Figure 1. Placed cells, one colour a class (run 1).
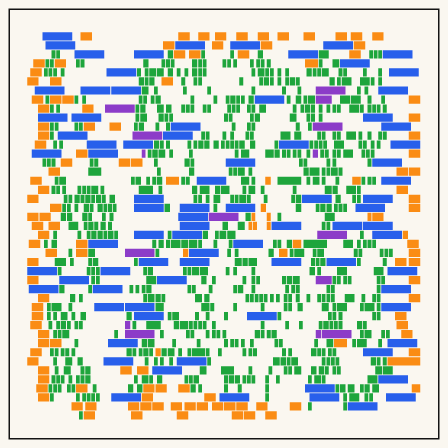
Figure 2. Where the registers sit (run 1).
The bar under the picture is 50 um long. Other sequential cells in the stronger grey, the rest of the logic in the fainter grey.
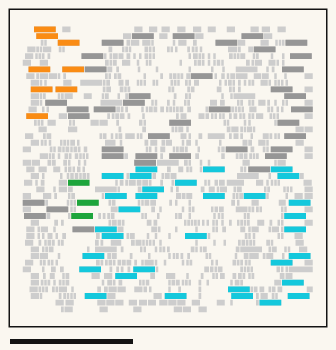
Figure 3. Cell area per tile (run 1).
The die is cut into 13 by 13 equal tiles; white is low, dark blue is high, 0 to 100% covered.
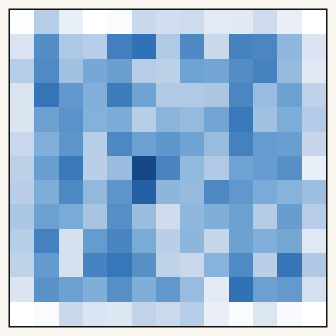
Figure 4. M3 wires (run 1).
The bar under the picture is 50 um long.
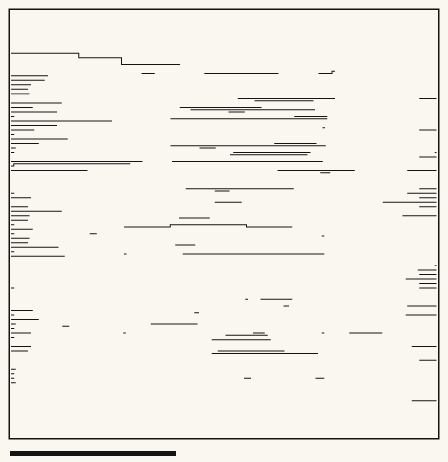
<file path="config.mk">
export PLATFORM = sky130hd
export DESIGN_NAME = core_ctrl
export DESIGN_NICKNAME = d
export VERILOG_FILES = /design/src/rtl/core_ctrl.sv
export SDC_FILE = /design/constraint.sdc
export NUM_CORES = 1
export LEC_CHECK = 0
export ABC_AREA = 1
export CELL_PAD_IN_SITES_DETAIL_PLACEMENT = 0
export CELL_PAD_IN_SITES_GLOBAL_PLACEMENT = 1
export CORE_MARGIN = 5
export CORE_UTILIZATION = 38
export DETAILED_ROUTE_END_ITERATION = 8
export GPL_TIMING_DRIVEN = 0
export PLACE_DENSITY_LB_ADDON = 0.1
export SYNTH_ARGS = -nofsm -noshare
export SYNTH_HDL_FRONTEND = slang
export SYNTH_SLANG_ARGS = --single-unit
</file>
<file path="constraint.sdc">
create_clock -name clk_i -period 2.7 [get_ports clk_i]
set_clock_uncertainty 0.05 [all_clocks]
set_input_delay 0.405 -clock clk_i [delete_from_list [all_inputs] [get_ports clk_i]]
set_output_delay 0.405 -clock clk_i [all_outputs]
set_load 0.02 [all_outputs]
</file>
<file path="src/rtl/core_ctrl.sv">
// Front-panel run controller for the TOY core: turns panel button pulses into
// fetch enable, PC load and core reset, and tracks HALT/breakpoint status and counters.
module core_ctrl #(
  parameter int unsigned RST_CYC = 2
) (
  input  logic                  clk_i,
  input  logic                  arst_ni,
  input  logic                  run_i,
  input  logic                  stop_i,
  input  logic                  step_i,
  input  logic                  load_pc_i,
  input  logic [7:0]            pc_sw_i,
  input  logic                  bp_en_i,
  input  logic [7:0]            bp_addr_i,
  input  logic                  clr_cnt_i,
  input  logic [7:0]            core_pc_i,
  input  logic                  core_instr_val_i,
  input  logic [15:0]           core_instr_i,
  input  logic                  core_done_i,
  output logic                  cpu_exec_o,
  output logic                  pc_wen_o,
  output logic [7:0]            pc_wdata_o,
  output logic                  core_rst_no,
  output logic [2:0]            state_o,
  output logic                  halted_o,
  output logic                  bp_hit_o,
  output logic [31:0]           retire_cnt_o,
  output logic [31:0]           cycle_cnt_o
);

  localparam int unsigned PC_W   = 8;
  localparam int unsigned CNT_W  = 32;
  localparam int unsigned RCNT_W = (RST_CYC < 2) ? 1 : $clog2(RST_CYC);

  typedef enum logic [2:0] {
    ST_RESET  = 3'd0,
    ST_IDLE   = 3'd1,
    ST_RUN    = 3'd2,
    ST_STEP   = 3'd3,
    ST_DRAIN  = 3'd4,
    ST_LOADPC = 3'd5,
    ST_HALTED = 3'd6
  } state_e;

  state_e             state_q, state_d;
  logic [RCNT_W-1:0]  rst_cnt_q, rst_cnt_d;
  logic               first_q, first_d;
  logic               halted_d, bp_hit_d;
  logic [PC_W-1:0]    pc_wdata_d;
  logic               exec_d, wen_d, rstn_d;
  logic [CNT_W-1:0]   retire_d, cycle_d;
  logic               abort;
  logic               bp_trig, halt_trig;

  // Breakpoint is masked on the first RUN/STEP cycle so execution can resume from it.
  assign bp_trig   = bp_en_i && (core_pc_i == bp_addr_i) && !first_q;
  assign halt_trig = core_instr_val_i && (core_instr_i[15:12] == 4'd0);

  // Next-state and next-output logic.
  always_comb begin
    state_d    = state_q;
    rst_cnt_d  = rst_cnt_q;
    first_d    = 1'b0;
    halted_d   = halted_o;
    bp_hit_d   = bp_hit_o;
    pc_wdata_d = pc_wdata_o;
    abort      = 1'b0;

    case (state_q)
      ST_RESET: begin
        if (32'(rst_cnt_q) + 32'd1 >= RST_CYC) state_d = ST_IDLE;
        else rst_cnt_d = rst_cnt_q + RCNT_W'(1);
      end
      ST_IDLE, ST_HALTED: begin
        if (!stop_i) begin
          if (load_pc_i) begin
            state_d    = ST_LOADPC;
            pc_wdata_d = pc_sw_i;
          end else if (step_i) begin
            state_d  = ST_STEP;
            first_d  = 1'b1;
            halted_d = 1'b0;
            bp_hit_d = 1'b0;
          end else if (run_i) begin
            state_d  = ST_RUN;
            first_d  = 1'b1;
            halted_d = 1'b0;
            bp_hit_d = 1'b0;
          end
        end
      end
      ST_LOADPC: begin
        state_d  = ST_IDLE;
        halted_d = 1'b0;
        bp_hit_d = 1'b0;
      end
      ST_RUN, ST_STEP: begin
        if (bp_trig)   bp_hit_d = 1'b1;
        if (halt_trig) halted_d = 1'b1;
        if (stop_i || bp_trig || halt_trig ||
            ((state_q == ST_STEP) && core_instr_val_i)) state_d = ST_DRAIN;
      end
      ST_DRAIN: begin
        if (stop_i) begin
          state_d = ST_IDLE;
          abort   = 1'b1;
        end else if (core_done_i) begin
          state_d = halted_o ? ST_HALTED : ST_IDLE;
        end
      end
      default: state_d = ST_IDLE;
    endcase

    exec_d = (state_d == ST_RUN) || (state_d == ST_STEP);
    wen_d  = (state_d == ST_LOADPC);
    rstn_d = !((state_d == ST_RESET) || (state_d == ST_LOADPC) || abort);

    if (clr_cnt_i) begin
      retire_d = '0;
      cycle_d  = '0;
    end else begin
      retire_d = (core_instr_val_i && (retire_cnt_o != '1)) ? retire_cnt_o + CNT_W'(1) : retire_cnt_o;
      cycle_d  = (cpu_exec_o && (cycle_cnt_o != '1)) ? cycle_cnt_o + CNT_W'(1) : cycle_cnt_o;
    end
  end

  // State and registered outputs.
  always_ff @(posedge clk_i or negedge arst_ni) begin
    if (!arst_ni) begin
      state_q      <= ST_RESET;
      rst_cnt_q    <= '0;
      first_q      <= 1'b0;
      cpu_exec_o   <= 1'b0;
      pc_wen_o     <= 1'b0;
      pc_wdata_o   <= '0;
      core_rst_no  <= 1'b0;
      halted_o     <= 1'b0;
      bp_hit_o     <= 1'b0;
      retire_cnt_o <= '0;
      cycle_cnt_o  <= '0;
    end else begin
      state_q      <= state_d;
      rst_cnt_q    <= rst_cnt_d;
      first_q      <= first_d;
      cpu_exec_o   <= exec_d;
      pc_wen_o     <= wen_d;
      pc_wdata_o   <= pc_wdata_d;
      core_rst_no  <= rstn_d;
      halted_o     <= halted_d;
      bp_hit_o     <= bp_hit_d;
      retire_cnt_o <= retire_d;
      cycle_cnt_o  <= cycle_d;
    end
  end

  assign state_o = state_q;

endmodule

</file>
==> notes.md, run 1 <==
impl run done, here's what came out: run status finished clean, max_slew headroom 54.79%, quantity of hold-fixing buffers added after cts 0, xor/xnor share of the synthesized area 3.582%, flops out of synthesis 82, WL/cell 15.24 um, slew at the pin closest to its max-slew limit 0.6782 ns, final layout net count 997, group with the largest share of power sequential cells, Clock Power Share 33.5%, CP required 2.88 ns, Worst R2R Start cycle_cnt_o[1], die extent in y 129.0 um, Crit Path Class flop to flop, largest contributor to cell area by class combinational gates, clock insertion delay at the later pin of the skew report 0.34 ns, count of routing violations after the opening detailed-route iteration 356, adder and majority cell fraction of the synthesized area 0.4652%, RePlAce Congestion 0.9229, H-tree depth 3, layout clock buffer count 12, post-cts repair resize count 0, area occupied by multi-input gates 0.002895 mm^2, number of sequential cells 82, Buffers, non-clock 134, TritonCTS clock tree done, fraction of registers with async set or reset after synthesis 100.0%, Antenna diodes 0, sequential share of the synthesized area 38.15%, cell types occupying the most area after synthesis sky130_fd_sc_hd__dfrtp_1 38%, sky130_fd_sc_hd__nand2_1 21%, sky130_fd_sc_hd__nor2_1 9.2%, sky130_fd_sc_hd__inv_1 5.5%, sky130_fd_sc_hd__nand3_1 5.5%, Floorplan Nets 869, kind of start point of the critical path flop, Filler Cell Count 1,413, horizontal die dimension 129.0 um, final worst path period need 2.175 ns, worst reg2reg setup slack 0.52 ns, inverter tally of the final layout excluding the clock network 86, number of buffers inserted during clock tree synthesis 9, TAP cells 180, type of destination of the critical path flop, internal power of the cells 2.353 mW, largest fanout of any net on the critical path 10, termination of the worst setup path cycle_cnt_o[14], f_max 0.4597 GHz, Gate power share 25.8%, Yosys Warn Count 0, cell leakage power 3.110 nW, chip area from the yosys synthesis statistics 0.005379 mm^2, number of top-level pins 130, Power Combinational 894 uW, tally of nets with antenna violations remaining after routing 0, Chip Footprint 0.01663 mm^2, complex-gate fraction of the synthesized area 6.490%, total power consumption of the routed design 3.463 mW, Vias per Instance 5.003, sum of overflow across all layers after global routing 0, R2R depth 13, total routing resource utilization after global routing 21.35%, detailed placer's ending HPWL 13,540 um, Arr. time, crit path 2.35 ns, pwr/cell area 490.4 mW/mm^2, Mux area share 0%, final-layout clock-cell area share 3.845%, Final setup viols 0, Bufs on Longest Clock Path 2, commonest cells in the netlist 295 x sky130_fd_sc_hd__nand2_1, 132 x sky130_fd_sc_hd__nor2_1, 82 x sky130_fd_sc_hd__dfrtp_1, 79 x sky130_fd_sc_hd__inv_1, 59 x sky130_fd_sc_hd__nand3_1, PnR worst setup slack 0.5247 ns, detailed-route DRC error count 0, Synth area leader sky130_fd_sc_hd__dfrtp_1, logic share of the area 41.00%, unrepaired setup endpoints after global routing no, warning total across the stage logs 38, gate count after technology mapping 817, worst-case hold slack 0.006417 ns, largest net degree at the start of global routing 43, via count of the first global-routing pass 5,557, vias after detailed routing 5,648, area overhead of the layout relative to synthesis 31.29%, distinct cell type count of the synthesized netlist 31, buffering overhead 18.27%, share of cells above drive strength 1 6.428%, summed negative setup slack over all endpoints 0 ns, # Cells Yosys 817, pre-CTS WS 0.5260 ns, Post-Synthesis Cell Area 0.005379 mm^2, simple-gate share of the synthesized area 43.29%, area fraction of the dominant cell type after synthesis 38.15%, final tally of max-slew violations 0, number of clock sinks 82, total length of routed wires 17,210 um, Synth top cell by count sky130_fd_sc_hd__nand2_1, antenna violations before repair 0, CTS Root Cell sky130_fd_sc_hd__clkbuf_16, post-synth tally of flip-flops with integrated enable 0, max-capacitance violation count 0, Critical Path Start cycle_cnt_o[1], first-pass GRT wire length 28,190 um, switching power share of the total 32.06%, Peak VDD IR 0.3197 mV, fin crit share 80.57%, Flop pwr share 40.7%, drt first pass iters 5, clock group total power 1.16 mW, Final Instance Count excl. Fillers 1,129, class of the tightest hold or removal check primary input to async pin, mean instance size in the synthesized netlist 6.584 um^2, Placed Cells incl. Taps 1,114, number of multi-input combinational cells in the layout 632, buffers added on ports 116
Back to the opening pictures, Figure 1:
[other buffers and delay cells] orange | cells: 134 | share of their area: 19%
[all other logic] green | cells: 718 | share of their area: 47%
[clock drivers and dummy loads] purple | cells: 15 | share of their area: 4.0%
[flip-flops] blue | cells: 82 | share of their area: 30%
core area: 0.01388 mm^2
post-route standard cell area excluding fillers: 0.007062 mm^2
final core utilization: 50.87%
num rows: 43

Back to the opening pictures, Figure 2:
[state_o] green | flops: 3
[cycle_cnt_o] cyan | flops: 32
[pc_wdata_o] orange | flops: 8 | where: upper left
not coloured: 39
register cell area after layout: 0.002052 mm^2
sequential cell power: 1.41 mW
proportion of cell area occupied by registers: 29.06%

Back to the opening pictures, Figure 3:
nearly empty tiles: 3.0%
densest ninth of the die: centre
mean over tiles: 41%
fullest tile: 91%
FP Core Util: 38.75%

Back to the opening pictures, Figure 4:
nets with wire on the layer: 108
main direction: horizontal
wire length on this layer: 1,220 um

-- run 1: worst max-delay path, cell delays in order (launching register included) --
cell	delay, ns
sky130_fd_sc_hd__dfrtp_1	0.41
sky130_fd_sc_hd__ha_1	0.25
sky130_fd_sc_hd__inv_2	0.09
sky130_fd_sc_hd__nor2_4	0.21
sky130_fd_sc_hd__nand2_2	0.09
sky130_fd_sc_hd__nor2_2	0.21
sky130_fd_sc_hd__nand2_1	0.10
sky130_fd_sc_hd__nand2_2	0.11
sky130_fd_sc_hd__inv_4	0.10
sky130_fd_sc_hd__nor2_8	0.11
sky130_fd_sc_hd__inv_2	0.07
sky130_fd_sc_hd__buf_6	0.14
sky130_fd_sc_hd__nand2_1	0.06
sky130_fd_sc_hd__nand2_1	0.05
-- run 1: per-layer routing --
| layer | wire, um | up-vias | track usage [%] |
|---|---|---|---|
| met4 | 184 | 0 | 6.547 |
| met5 | 0 | - | 0 |
| met2 | 7733 | 158 | 32.74 |
| met3 | 1224 | 12 | 4.732 |
| li1 | - | 2832 | - |
| met1 | 8067 | 2646 | 30.13 |
-- run 1: cells in the final DEF (no fill, tap or decap) --
cell                              synthesis  routed
sky130_fd_sc_hd__dfrtp_1                 82      82
sky130_fd_sc_hd__clkdlybuf4s50_1          0     115
sky130_fd_sc_hd__nor2_4                   2       2
sky130_fd_sc_hd__o221a_2                  1       1
sky130_fd_sc_hd__nor2_8                   2       2
sky130_fd_sc_hd__buf_1                    6       6
sky130_fd_sc_hd__nor2_1                 132     132
sky130_fd_sc_hd__inv_1                   79      79
sky130_fd_sc_hd__nand2_1                295     295
sky130_fd_sc_hd__clkbuf_1                 0       1
sky130_fd_sc_hd__buf_6                    3       3
sky130_fd_sc_hd__o21ai_2                  6       6
sky130_fd_sc_hd__buf_2                    5       5
sky130_fd_sc_hd__o22ai_1                  1       1
sky130_fd_sc_hd__a21o_1                  10      10
sky130_fd_sc_hd__or2_2                    1       1
sky130_fd_sc_hd__o21ai_0                 28      28
sky130_fd_sc_hd__a21oi_1                  6       6
sky130_fd_sc_hd__o21ba_2                  1       1
sky130_fd_sc_hd__nand4_1                 33      33
sky130_fd_sc_hd__nor3b_1                  1       1
sky130_fd_sc_hd__buf_16                   0       1
sky130_fd_sc_hd__o21ai_1                  3       3
sky130_fd_sc_hd__nand3_1                 59      59
sky130_fd_sc_hd__inv_2                    5       5
sky130_fd_sc_hd__o221ai_1                 1       1
sky130_fd_sc_hd__nand2_2                  5       5
sky130_fd_sc_hd__inv_4                    2       2
sky130_fd_sc_hd__clkinv_2                 0       3
sky130_fd_sc_hd__xnor2_1                 16      16
sky130_fd_sc_hd__clkbuf_16                0       9
sky130_fd_sc_hd__nor3_1                  12      12
sky130_fd_sc_hd__ha_1                     2       2
sky130_fd_sc_hd__buf_4                    3       4
sky130_fd_sc_hd__clkbuf_8                 0       2
sky130_fd_sc_hd__nor2_2                   9       9
sky130_fd_sc_hd__xor2_1                   6       6
-- run 1: sequential cells by signal (all words and copies together), names as in the netlist, 3 cells and up --
signal,flops
state_o,3
retire_cnt_o,32
cycle_cnt_o,32
pc_wdata_o,8
==> run 1 -> run 2 <==
CORE_UTILIZATION = 35   (was 38)
clock period = 2.3 ns   (was 2.7 ns; I/O delays follow)
==> run 2 against run 1 <==
Net effect: worst hold slack improved by 0.41 ns; wire length increased by 0.99%; via count is 0.48% higher; cell count up 0.89%; critical path depth did not move; highest routed layer unchanged.
==> notes.md, run 2 <==
impl run done, here's what came out: kind of start point of the critical path flop, fin crit share 91.90% (+11 points), fraction of registers with async set or reset after synthesis 100.0% (unchanged), largest net degree at the start of global routing 49 (+14%), total routing resource utilization after global routing 19.88% (-1.5 points), Crit Path Class flop to flop, RePlAce Congestion 0.8954 (-3.0%), worst-case hold slack 0.4213 ns (+0.4148 ns), vias after detailed routing 5,675 (+0.48%), Worst Hold Depth 2, pre-CTS WS 0.1658 ns (-0.3602 ns), post-synth tally of flip-flops with integrated enable 0 (unchanged), final number of hold-violating endpoints 0, pwr/cell area 573.2 mW/mm^2 (+17%), number of top-level pins 130 (unchanged), unrepaired setup endpoints after global routing no, commonest cells after routing, fill and taps aside 295 x sky130_fd_sc_hd__nand2_1, 132 x sky130_fd_sc_hd__nor2_1, 115 x sky130_fd_sc_hd__clkdlybuf4s50_1, num rows 45 (+4.7%), dominant logic cell type in the layout sky130_fd_sc_hd__nand2_1, Final Instance Count excl. Fillers 1,139 (+0.89%), min-delay src pc_wdata_o[5], clock insertion delay at the later pin of the skew report 0.34 ns (about the same), mean instance size in the synthesized netlist 6.584 um^2 (unchanged), tally of nets with antenna violations remaining after routing 0 (unchanged), distinct cell type count of the synthesized netlist 31 (unchanged), die extent in y 134.0 um (+3.9%), flops out of synthesis 82 (unchanged), Floorplan Nets 869 (unchanged), sequential share of the synthesized area 38.15% (unchanged), share of cells above drive strength 1 6.835% (+0.41 points), final worst path period need 2.114 ns (-0.06166 ns), f_max 0.4731 GHz (+2.9%), cell leakage power 3.109 nW (about the same), run status finished clean, summed negative setup slack over all endpoints 0 ns (unchanged), Arr. time, crit path 2.29 ns (-0.06 ns), max-capacitance violation count 0 (unchanged), Chip Footprint 0.01795 mm^2 (+7.9%), CTS Root Cell sky130_fd_sc_hd__clkbuf_16, max_slew headroom 53.56% (-1.2 points), Critical Path Start cycle_cnt_o[1], first-pass GRT wire length 28,500 um (+1.1%), detailed placer's ending HPWL 13,620 um (+0.62%), clock transition at the registers of the reported paths 0.06 ns, Synth top cell by count sky130_fd_sc_hd__nand2_1, number of buffers inserted during clock tree synthesis 9 (unchanged), slew at the pin closest to its max-slew limit 0.6966 ns (+0.01844 ns), Post-Synthesis Cell Area 0.005379 mm^2 (unchanged), warning total across the stage logs 38 (unchanged), Placed Cells incl. Taps 1,122 (+0.72%), area overhead of the layout relative to synthesis 31.82%, PnR worst setup slack 0.1864 ns (-0.3383 ns), sum of overflow across all layers after global routing 0 (unchanged), Final setup viols 0 (unchanged), Synth area leader sky130_fd_sc_hd__dfrtp_1, post-route standard cell area excluding fillers 0.007091 mm^2 (+0.41%), Antenna diodes 0 (unchanged), cell types occupying the most area after synthesis sky130_fd_sc_hd__dfrtp_1 38%, sky130_fd_sc_hd__nand2_1 21%, sky130_fd_sc_hd__nor2_1 9.2%, sky130_fd_sc_hd__inv_1 5.5%, sky130_fd_sc_hd__nand3_1 5.5%, largest fanout of any net on the critical path 10 (unchanged), area fraction of the dominant cell type after synthesis 38.15% (unchanged), Peak VDD IR 0.4619 mV (+44%), final tally of max-slew violations 0 (unchanged), commonest cells in the netlist 295 x sky130_fd_sc_hd__nand2_1, 132 x sky130_fd_sc_hd__nor2_1, 82 x sky130_fd_sc_hd__dfrtp_1, 79 x sky130_fd_sc_hd__inv_1, 59 x sky130_fd_sc_hd__nand3_1, via count of the first global-routing pass 5,407 (-2.7%), CP required 2.48 ns (-0.40 ns), WL/cell 15.26 um (+0.10%), R2R depth 13 (unchanged), chip area from the yosys synthesis statistics 0.005379 mm^2 (unchanged), drt first pass iters 4 (-1), class of the tightest hold or removal check flop to flop, Yosys Warn Count 0 (unchanged), antenna violations before repair 0 (unchanged), final layout net count 998 (+0.10%), Worst R2R Start cycle_cnt_o[1], total power consumption of the routed design 4.065 mW (+17%), count of routing violations after the opening detailed-route iteration 367 (+3.1%), H-tree depth 3 (unchanged), gate count after technology mapping 817 (unchanged), buffers added on ports 116 (unchanged), horizontal die dimension 134.0 um (+3.9%), detailed-route DRC error count 0 (unchanged), Bufs on Longest Clock Path 2 (unchanged), Synth Flop Type sky130_fd_sc_hd__dfrtp_1, number of clock sinks 82 (unchanged), placed cell area 0.006800 mm^2, TritonCTS clock tree done, type of destination of the critical path flop, Regs by FF count cycle_cnt_o: 32 flops, retire_cnt_o: 32 flops, pc_wdata_o: 8 flops, # Cells Yosys 817 (unchanged), Vias per Instance 4.982 (-0.40%)
==> run 2: cell types whose count changed in the layout (fill, tap and decap cells not counted) <==
cell,previous run,this run
sky130_fd_sc_hd__ha_2,0,1
sky130_fd_sc_hd__dfrtp_2,0,1
sky130_fd_sc_hd__nor2_2,9,8
sky130_fd_sc_hd__clkbuf_1,1,0
sky130_fd_sc_hd__ha_1,2,1
sky130_fd_sc_hd__clkinv_2,3,5
sky130_fd_sc_hd__nor2_4,2,3
sky130_fd_sc_hd__dfrtp_1,82,81
sky130_fd_sc_hd__dlygate4sd3_1,0,1
sky130_fd_sc_hd__clkbuf_8,2,1
sky130_fd_sc_hd__clkinvlp_4,0,1
==> run 2: worst paths after layout <==
check                                  end  slack, ns
hold reg to reg              pc_wdata_o[5]       0.42
min in group asynchronous  cycle_cnt_o[20]       0.47
setup reg to reg           cycle_cnt_o[13]       0.19
setup / recovery           cycle_cnt_o[13]       0.19
hold / removal               pc_wdata_o[5]       0.42
max in group asynchronous  retire_cnt_o[0]       1.10
==> run 2: logic make-up (layout without fill, tap and decap cells) <==
logic type | after synthesis | count (layout) | share of synthesized area (%)
buffers and inverters | 103 | 237 | 8.025
and+or+nand+nor | 551 | 551 | 43.29
xor gates and xnor gates | 22 | 22 | 3.582
adders and majority gates | 2 | 2 | 0.4652
DFF | 82 | 82 | 38.15
AOI/OAI and AO/OA | 57 | 57 | 6.490
==> run 2: critical path: stages, from the launching register on <==
cell and delay [ns]:
sky130_fd_sc_hd__dfrtp_1 0.41, sky130_fd_sc_hd__ha_2 0.24, sky130_fd_sc_hd__inv_2 0.07, sky130_fd_sc_hd__nor2_4 0.18
sky130_fd_sc_hd__nand2_2 0.09, sky130_fd_sc_hd__nor2_2 0.20, sky130_fd_sc_hd__nand2_1 0.10, sky130_fd_sc_hd__nand2_2 0.12
sky130_fd_sc_hd__inv_4 0.10, sky130_fd_sc_hd__nor2_8 0.12, sky130_fd_sc_hd__inv_2 0.07, sky130_fd_sc_hd__buf_6 0.15
sky130_fd_sc_hd__nand2_1 0.06, sky130_fd_sc_hd__nand2_1 0.05
==> run 2: timing repair <==
| item | CTS | global route |
|---|---|---|
| hold endpoints to repair | 34 | 0 |
| setup buffers | 0 | 0 |
| hold buffers | 1 | 0 |
| endpoints found under the setup margin | 0 | 28 |
| resized | 0 | 3 |
==> run 2: metal layers <==
| metal | vias to the layer above | routed length [um] | GRT usage [%] |
|---|---|---|---|
| li1 | 2852 | - | - |
| met1 | 2611 | 8467 | 29.36 |
| met2 | 192 | 7391 | 29.70 |
| met3 | 20 | 1236 | 3.676 |
| met4 | 0 | 284 | 5.600 |
| met5 | - | 0 | 0 |
==> run 2: where the power goes <==
group	switching, mW	internal (mW)	leakage [nW]
registers	0.0978	1.56	1.11
clock network	0.605	0.752	0.138
logic	0.627	0.423	1.86
total	1.33	2.74	3.11
==> run 2: area by class of cell <==
type | instances | area (um^2)
Buffer | 17 | 103.9
Clock buffer | 10 | 239.0
Clock inverter | 6 | 32.53
Fill cell | 1529 | 8055
Inverter | 86 | 327.8
Multi-Input combinational cell | 632 | 2903
Sequential cell | 82 | 2053
Tap cell | 188 | 235.2
Timing Repair Buffer | 118 | 1196
Figure 5. Placed standard cells (run 2).
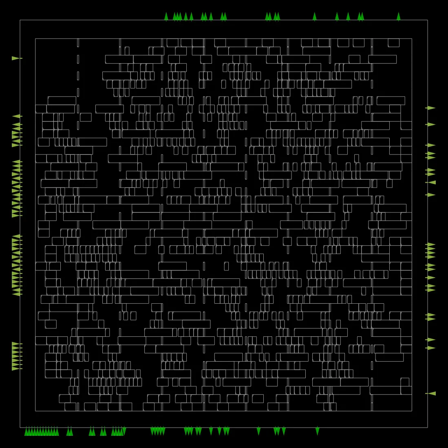
proportion of cell area occupied by registers: 28.96%
core area: 0.01515 mm^2

Figure 6. Cell area per tile (run 2).
The die is cut into 13 by 13 equal tiles; white is low, dark blue is high, 0 to 100% covered.
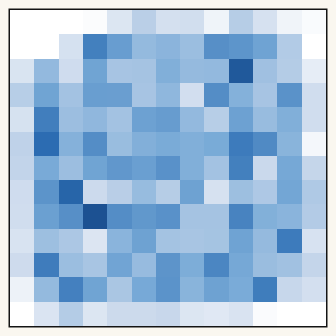
mean over tiles: 38%
nearly empty tiles: 5.9%
tiles over 75% full: 2.4%
fullest tile: 87%
emptiest ninth of the die: upper left
final core utilization: 46.82%
FP Core Util: 35.51%

Figure 7. M3 wires (run 2).
The bar under the picture is 50 um long.
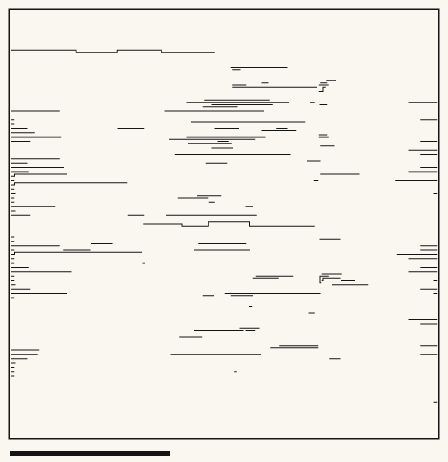
global-route track usage on met3: 3.676%
total length of routed wires: 17,380 um

==> run 2 -> run 3 <==
SKIP_CTS_REPAIR_TIMING = 1   (was not set)
clock period = 2 ns   (was 2.3 ns; I/O delays follow)
Figure 8. Cell area per tile (run 3).
The die is cut into 13 by 13 equal tiles; white is low, dark blue is high, 0 to 100% covered.
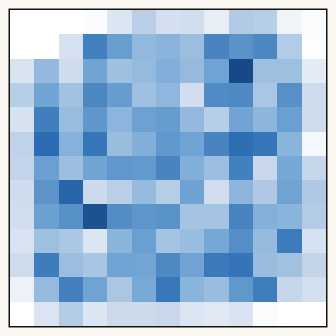
final core utilization: 48.92%

Figure 9. M3 wires (run 3).
The bar under the picture is 50 um long.
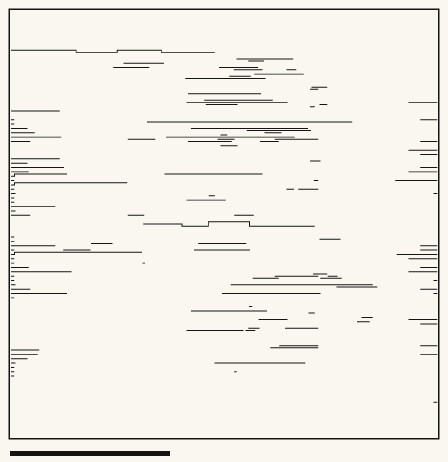
vias after detailed routing: 5,789
total length of routed wires: 17,830 um

==> run 3 against run 2 <==
Net effect: critical path type is now flop to output pin; area after synthesis did not move; global-route usage about the same; largest power group unchanged; utilization grew 2.1 points; largest cell class unchanged; critical path depth fell by 10; sequential power is 15% higher.
==> notes.md, run 3 <==
impl run done, here's what came out: run status finished clean, dominant kind of combinational cell simple AND/OR/NAND/NOR gates, final tally of max-slew violations 0 (unchanged), final worst path period need 1.940 ns, Crit Path Class flop to output pin, Synth top cell by count sky130_fd_sc_hd__nand2_1, WL/cell 15.34 um (+0.55%), final number of hold-violating endpoints 0 (unchanged), cell repeated most along the worst path sky130_fd_sc_hd__buf_4, TritonCTS clock tree done, global-route met2 utilization 29.67% (about the same), clock insertion delay at the later pin of the skew report 0.34 ns (about the same), cell leakage power 3.254 nW (+4.7%), count of routing violations after the opening detailed-route iteration 391 (+6.5%), commonest cells in the netlist 295 x sky130_fd_sc_hd__nand2_1, 132 x sky130_fd_sc_hd__nor2_1, 82 x sky130_fd_sc_hd__dfrtp_1, 79 x sky130_fd_sc_hd__inv_1, 59 x sky130_fd_sc_hd__nand3_1, kind of start point of the critical path flop, cell types occupying the most area after synthesis sky130_fd_sc_hd__dfrtp_1 38%, sky130_fd_sc_hd__nand2_1 21%, sky130_fd_sc_hd__nor2_1 9.2%, sky130_fd_sc_hd__inv_1 5.5%, sky130_fd_sc_hd__nand3_1 5.5%, worst-path cell chain buf_4, buf_4, clkdlybuf4s50_1, FP Core Util 35.51% (unchanged), total routing resource utilization after global routing 19.87% (about the same), Regs by FF count cycle_cnt_o: 32 flops, retire_cnt_o: 32 flops, pc_wdata_o: 8 flops, final layout net count 1,021 (+2.3%), CTS Root Cell sky130_fd_sc_hd__clkbuf_16, # Cells Yosys 817 (unchanged), first-pass GRT wire length 28,480 um (about the same), H-tree depth 3 (unchanged), number of clock sinks 82 (unchanged), Vias per Instance 4.982 (about the same), num rows 45 (unchanged), chip area from the yosys synthesis statistics 0.005379 mm^2 (unchanged), f_max 0.5156 GHz, fraction of met1 tracks used by global routing 29.36% (unchanged), tally of nets with antenna violations remaining after routing 0 (unchanged), Peak VDD IR 0.5314 mV (+15%), mean instance size in the synthesized netlist 6.584 um^2 (unchanged), horizontal die dimension 134.0 um (unchanged), Synth Flop Type sky130_fd_sc_hd__dfrtp_1, via count of the first global-routing pass 5,400 (-0.13%), cell at the slowest stage of the critical path sky130_fd_sc_hd__clkdlybuf4s50_1, type of destination of the critical path output pin, Worst Hold Depth 4 (+2), simple-gate share of the synthesized area 43.29% (unchanged), Post-Synthesis Cell Area 0.005379 mm^2 (unchanged), detailed-route DRC error count 0 (unchanged), xor/xnor share of the synthesized area 3.582% (unchanged), share of cells above drive strength 1 11.19% (+4.4 points), gate count after technology mapping 817 (unchanged), core area 0.01515 mm^2 (unchanged), Antenna diodes 0 (unchanged), max_slew headroom 53.99% (+0.44 points), Synth area leader sky130_fd_sc_hd__dfrtp_1, sum of overflow across all layers after global routing 0 (unchanged), die extent in y 134.0 um (unchanged), worst-case hold slack 0.3836 ns (-0.03764 ns), area overhead of the layout relative to synthesis 37.75%, R2R depth 13 (unchanged), fin crit share 96.98%, PnR worst setup slack 0.06035 ns (-0.1260 ns), clock transition at the registers of the reported paths 0.07 ns (about the same), complex-gate fraction of the synthesized area 6.490% (unchanged), Yosys Warn Count 0 (unchanged), class of the tightest hold or removal check primary input to flop, area fraction of the dominant cell type after synthesis 38.15% (unchanged), max-capacitance violation count 0 (unchanged), pwr/cell area 639.8 mW/mm^2 (+12%), global-route track usage on met3 3.676% (unchanged), fraction of registers with async set or reset after synthesis 100.0% (unchanged), antenna violations before repair 0 (unchanged), largest net degree at the start of global routing 49 (unchanged), distinct cell type count of the synthesized netlist 31 (unchanged), Critical Path Start retire_cnt_o[1], slew at the pin closest to its max-slew limit 0.6901 ns (-0.006560 ns), number of buffers inserted during clock tree synthesis 9 (unchanged), adder and majority cell fraction of the synthesized area 0.4652% (unchanged), Arr. time, crit path 1.59 ns (-0.70 ns), Chip Footprint 0.01795 mm^2 (unchanged), highest-utilization routing layer at the global route stage met2, pre-CTS WS -0.1342 ns (-0.3000 ns), Critical Path Max Stage Delay 0.61 ns (+0.20 ns), CP required 1.65 ns (-0.83 ns), flops out of synthesis 82 (unchanged), min-delay src clr_cnt_i, buffers added on ports 116 (unchanged), Mux area share 0% (unchanged), worst reg2reg setup slack 0.09 ns (-0.10 ns), post-synth tally of flip-flops with integrated enable 0 (unchanged), Floorplan Nets 869 (unchanged), drt first pass iters 7 (+3), dominant logic cell type in the layout sky130_fd_sc_hd__nand2_1, detailed placer's ending HPWL 13,620 um (unchanged), sequential share of the synthesized area 38.15% (unchanged), Bufs on Longest Clock Path 2 (unchanged), RePlAce Congestion 0.8954 (unchanged), warning total across the stage logs 38 (unchanged), largest fanout of any net on the critical path 3 (-7), Final setup viols 0 (unchanged), number of top-level pins 130 (unchanged), commonest cells after routing, fill and taps aside 293 x sky130_fd_sc_hd__nand2_1, 128 x sky130_fd_sc_hd__nor2_1, 115 x sky130_fd_sc_hd__clkdlybuf4s50_1, Worst R2R Start retire_cnt_o[1]
Figure 10. Placed standard cells (run 3).
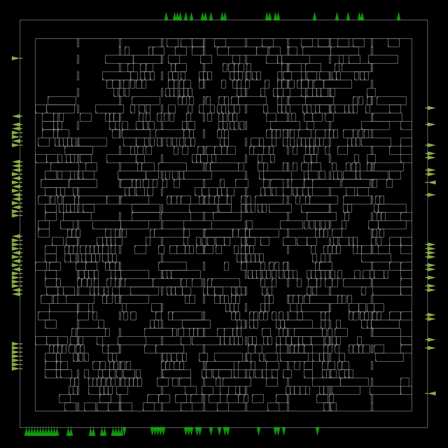
proportion of cell area occupied by registers: 27.95%
Filler Cell Count: 1,517
TAP cells: 188

-- run 3: path summary, 6_finish.rpt --
kind                               endpoint
setup / recovery            retire_cnt_o[1]
hold / removal             retire_cnt_o[11]
setup reg to reg            retire_cnt_o[9]
hold reg to reg               pc_wdata_o[5]
max in group asynchronous   cycle_cnt_o[21]
min in group asynchronous   cycle_cnt_o[20]
-- run 3: cell type report --
class | instances | area (um^2)
Fill cell | 1517 | 7736
Multi-Input combinational cell | 632 | 2990
Sequential cell | 82 | 2071
Timing Repair Buffer | 140 | 1379
Inverter | 86 | 335.3
Clock buffer | 10 | 239.0
Tap cell | 188 | 235.2
Buffer | 17 | 121.4
Clock inverter | 6 | 32.53
Timing Repair inverter | 1 | 6.256
-- run 3: per-stage QoR --
step | setup TNS (ns) | instance area (um^2) | power [mW] | util (%) | std cells
floorplan | 0 | 5379 | 2.583 | - | 817
global route | -0.08293 | 7410 | 5.004 | 48.92 | 1162
detailed placement | -4.554 | 6800 | 3.145 | 44.90 | 1122
global placement | -217.83 | 6775 | 3.139 | 44.73 | 1121
CTS | -5.333 | 7072 | 4.727 | 46.69 | 1138
finish | 0 | 7410 | 4.741 | 48.92 | 1162
-- run 3: cell families after synthesis --
logic type                 count (synthesis)
and+or+nand+nor                          551
buffers and inverters                    103
DFF                                       82
AOI/OAI and AO/OA                         57
xor gates and xnor gates                  22
adders and majority gates                  2
-- run 3: power breakdown --
group | total, mW | internal (mW) | switching (mW)
sequential | 1.91 | 1.79 | 0.117
clock | 1.55 | 0.864 | 0.687
combinational | 1.28 | 0.531 | 0.747
-- run 3: layer usage --
layer	wire, um	share of wire, %
met1	8502	48
met2	7702	43
met3	1359	7.6
met4	263	1.5
met5	0	0
-- run 3: critical path, delay by kind of cell (launching register included) --
family	cells	cell delay (ns)
flops	1	0.41
buf+inv	3	0.84
Power and IR drop assume default switching activity.
